### src/rtl/demux_stream_n.sv
// demux_stream_n: 1:N valid/ready packet demultiplexer with per-channel output register
// Ports:
//   clk, rst_n              clock, asynchronous active-low reset
//   mode                    0 = route by in_sel, 1 = round-robin (sampled on first beat)
//   in_valid/ready/data/last/sel  input stream; in_sel sampled on first beat only
//   out_valid/ready/data/last     per-channel streams, channel k data at [k*DATA_W +: DATA_W]
//   cur_ch                  locked channel, else next target (0 when dropping or invalid)
//   drop_err                one-cycle pulse after the first beat of a dropped packet
module demux_stream_n #(
    parameter int N_CH   = 4,
    parameter int SEL_W  = 2,
    parameter int DATA_W = 8
) (
    input  logic                     clk,
    input  logic                     rst_n,
    input  logic                     mode,
    input  logic                     in_valid,
    output logic                     in_ready,
    input  logic [DATA_W-1:0]        in_data,
    input  logic                     in_last,
    input  logic [SEL_W-1:0]         in_sel,
    output logic [N_CH-1:0]          out_valid,
    input  logic [N_CH-1:0]          out_ready,
    output logic [N_CH*DATA_W-1:0]   out_data,
    output logic [N_CH-1:0]          out_last,
    output logic [SEL_W-1:0]         cur_ch,
    output logic                     drop_err
);
    localparam logic [1:0] IDLE = 2'd0, FWD = 2'd1, DROP = 2'd2;
    logic [1:0]       state;
    logic [SEL_W-1:0] lock_ch, rr_ptr, tgt;
    logic             pkt_rr, tgt_ok, ch_free, acc, drop_start, rr_adv;
    logic [N_CH-1:0]  hit, wr;
    always_comb begin
        tgt        = state == FWD ? lock_ch : mode ? rr_ptr : in_sel;
        tgt_ok     = state == FWD || mode || int'(in_sel) < N_CH;
        // only the targeted channel's occupancy gates the input
        ch_free    = |(hit & (~out_valid | out_ready));
        in_ready   = state == DROP || !tgt_ok || ch_free;
        acc        = in_valid && in_ready;
        wr         = (acc && state != DROP && tgt_ok) ? hit : '0;
        drop_start = acc && state == IDLE && !tgt_ok;
        // round-robin mode is remembered from the first beat for multi-beat packets
        rr_adv     = acc && in_last && (state == IDLE ? mode : (state == FWD && pkt_rr));
        cur_ch     = (state == DROP || !tgt_ok) ? '0 : tgt;
    end
    always_ff @(posedge clk or negedge rst_n) begin
        if (!rst_n) begin
            state    <= IDLE;
            lock_ch  <= '0;
            rr_ptr   <= '0;
            pkt_rr   <= 1'b0;
            drop_err <= 1'b0;
        end else begin
            drop_err <= drop_start;
            if (rr_adv) rr_ptr <= rr_ptr == SEL_W'(N_CH - 1) ? '0 : rr_ptr + 1'b1;
            if (acc && state == IDLE && !in_last) begin
                state   <= tgt_ok ? FWD : DROP;
                lock_ch <= tgt;
                pkt_rr  <= mode;
            end else if (acc && state != IDLE && in_last) begin
                state <= IDLE;
            end
        end
    end
    for (genvar k = 0; k < N_CH; k++) begin : g_ch
        logic              v, l;
        logic [DATA_W-1:0] d;
        assign hit[k]                       = tgt == SEL_W'(k);
        assign out_valid[k]                 = v;
        assign out_last[k]                  = l;
        assign out_data[k*DATA_W +: DATA_W] = d;
        // a write in the same cycle as a drain keeps v high for full throughput
        always_ff @(posedge clk or negedge rst_n) begin
            if (!rst_n) begin
                v <= 1'b0;
                l <= 1'b0;
                d <= '0;
            end else if (wr[k]) begin
                v <= 1'b1;
                l <= in_last;
                d <= in_data;
            end else if (out_ready[k]) begin
                v <= 1'b0;
            end
        end
    end
endmodule

### config.mk
export PLATFORM = sky130hd
export DESIGN_NAME = demux_stream_n
export DESIGN_NICKNAME = d
export VERILOG_FILES = /design/src/rtl/demux_stream_n.sv
export SDC_FILE = /design/constraint.sdc
export NUM_CORES = 1
export LEC_CHECK = 0
export CAP_MARGIN = 25
export CORE_ASPECT_RATIO = 1.5
export CORE_MARGIN = 2
export CORE_UTILIZATION = 25
export CTS_CLUSTER_SIZE = 25
export DETAILED_ROUTE_END_ITERATION = 8
export PLACE_DENSITY = 0.46
export SLEW_MARGIN = 15
export SYNTH_ARGS = -nofsm -noshare
export SYNTH_HDL_FRONTEND = slang
export SYNTH_SLANG_ARGS = --single-unit
### constraint.sdc
create_clock -name clk -period 2.5 [get_ports clk]
set_clock_uncertainty 0.15 [all_clocks]
set_input_delay 0.375 -clock clk [delete_from_list [all_inputs] [get_ports clk]]
set_output_delay 0.375 -clock clk [all_outputs]
set_load 0.005 [all_outputs]
**Placed cells, one colour a class**

Fill, decap, tap and diode cells in grey.
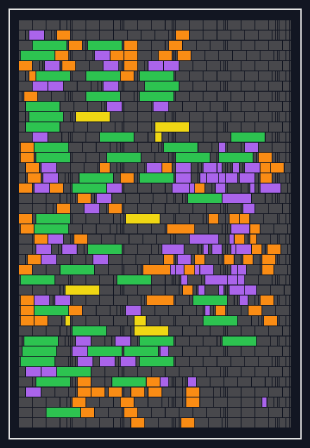
| colour | class | cells |
|---|---|---|
| purple | remaining logic cells | 85 |
| orange | remaining buffers and delay cells | 82 |
| green | registers | 46 |
| yellow | clock drivers and dummy loads | 8 |
final core occ: 0.383
fraction of area in registers: 0.380
core outline area: 7910 um2
cell area after layout: 3030 um2

**The metal 3 layer**

The bar under the picture is 20 um long.
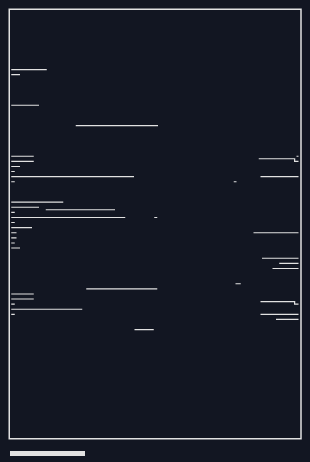
wire length on this layer: 305 um
main direction: horizontal
longest straight run: 32.4 um
nets with wire on the layer: 36
total number of vias: 1392
met3 Use GR: 0.0426
Post-Route WL: 5110 um

==> flow_summary.toml <==
# physical design summary
[critical_path]
critPathCaptureType = "flop"
startpoint = "in_sel[0]"

[power]
power_density_nw_per_um2 = 1320
power_leakage_nw = 1.27
p_switching_mw = 1.22

[detailed_routing]
wl_per_cell_um = 15.7
detail_route.vias_per_cell = 4.27

[final_timing]
max_freq_mhz = 408
rsz0062_at_grt = "no"
drv_slew = 0
worst_slack_ns = 0.0476

[outcome]
status = "finished clean"

[floorplanning]
die.size.y_um = 114
rows = 40
dieArea_um2 = 8840
die_x_um = 77.4
ios = 63

[global_route]
gr-usage-all-layers = 0.126

[finish]
combGateArea_um2 = 791
fin_nets = 240

[cts]
cts.root.buffer_cell = "clkbuf_16"
htree_levels = 2

[yosys]
ys_cells = 141
top_cells_by_count = "46 x dfrtp_1, 37 x mux2_2, 9 x buf_4"
synthArstFlopShare = 1.00
edf_count = 0
ys_top_cells_by_area = "dfrtp_1 57%, mux2_2 21%, buf_4 3.3%, mux2_1 2.2%, nor4_4 1.1%"

[min_path]
hold_depth = 1

[placed_design]
place_congestion = 0.854
**Signal wires on met2**

Cells faint in the background.
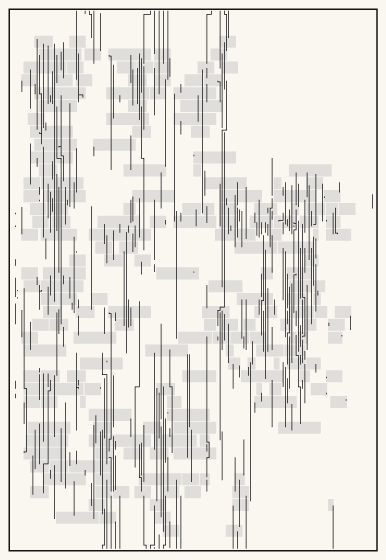
nets with wire on the layer: 229
main direction: vertical
share of all routed wire: 54%
longest straight run: 54.4 um
wire length on this layer: 2770 um

[flip-flops by register name, summed over array words and instances, names as in the netlist]
signal / count
g_ch.l: 4
g_ch.d: 32
lock_ch: 2
pkt_rr: 1
state: 1
g_ch.v: 4
rr_ptr: 2
[cells in the final DEF, fill, tap and decap left out, types with 2 or more instances in the layout]
cell type,n
a21oi_2,2
buf_12,3
buf_2,2
buf_4,17
clkbuf_16,5
clkdlybuf4s50_1,57
dfrtp_1,46
dlygate4sd2_1,2
inv_1,3
mux2_1,4
mux2_2,37
mux2i_1,2
nand2_1,5
nand2b_1,3
nand3_1,2
nand3_2,2
o21ai_0,4
[through the flow]
step | hold slack (ns) | total power [mW]
floorplan | -0.0706 | 2.24
global placement | 0.149 | 3.33
detailed placement | 0.159 | 3.39
finish | 0.345 | 3.99
global route | 0.376 | 4.26
CTS | 0.356 | 4.07
[repair_timing]
action,4_1_cts,5_1_grt
resized,7,0
endpoints found under the setup margin,5,0
hold endpoints to repair,15,0
hold buffers,1,0
[worst min-delay path by stage]
stage	startpoint	endpoint
after floorplan	rst_n	g_ch[0].d[0]
after global placement	rst_n	g_ch[2].d[5]
after detailed placement	rst_n	g_ch[1].d[5]
after CTS	g_ch[0].d[7]	g_ch[0].d[7]
after global routing	pkt_rr	pkt_rr
final	pkt_rr	pkt_rr
[power groups by stage]
stage / clock network, mW / logic (mW) / registers, mW
after floorplan: 0 / 0.914 / 1.33
after global placement: 0 / 1.99 / 1.34
after detailed placement: 0 / 2.03 / 1.37
after CTS: 0.672 / 2.04 / 1.36
after global routing: 0.703 / 2.14 / 1.41
final: 0.640 / 2.00 / 1.35
[cell type report]
class	count	area share
Clock buffer	6	0.0426
Sequential cell	46	0.380
Multi-Input combinational cell	81	0.261
Timing Repair Buffer	82	0.263
Clock inverter	2	0.00455
Tap cell	105	0.0434
Inverter	4	0.00496
[critical path, stage by stage]
cell and delay [ns]:
clkdlybuf4s50_1 0.40, mux2_4 0.28, and4b_4 0.20, or4_4 0.48, buf_4 0.17, a21oi_2 0.21, mux2_1 0.35
[cell families after synthesis]
logic type,Yosys count,synth area share
compound gates,12,0.0477
fa+ha+maj,1,0.00619
buf+inv,14,0.0433
flops,46,0.569
mux,44,0.246
other cells,1,0.00185
simple gates,23,0.0860
[per-layer routing]
metal,routed length (um),global-route usage
met5,0,0
met4,119,0.0583
met3,304,0.0426
met2,2770,0.230
met1,1910,0.129
Power and IR drop assume default switching activity.
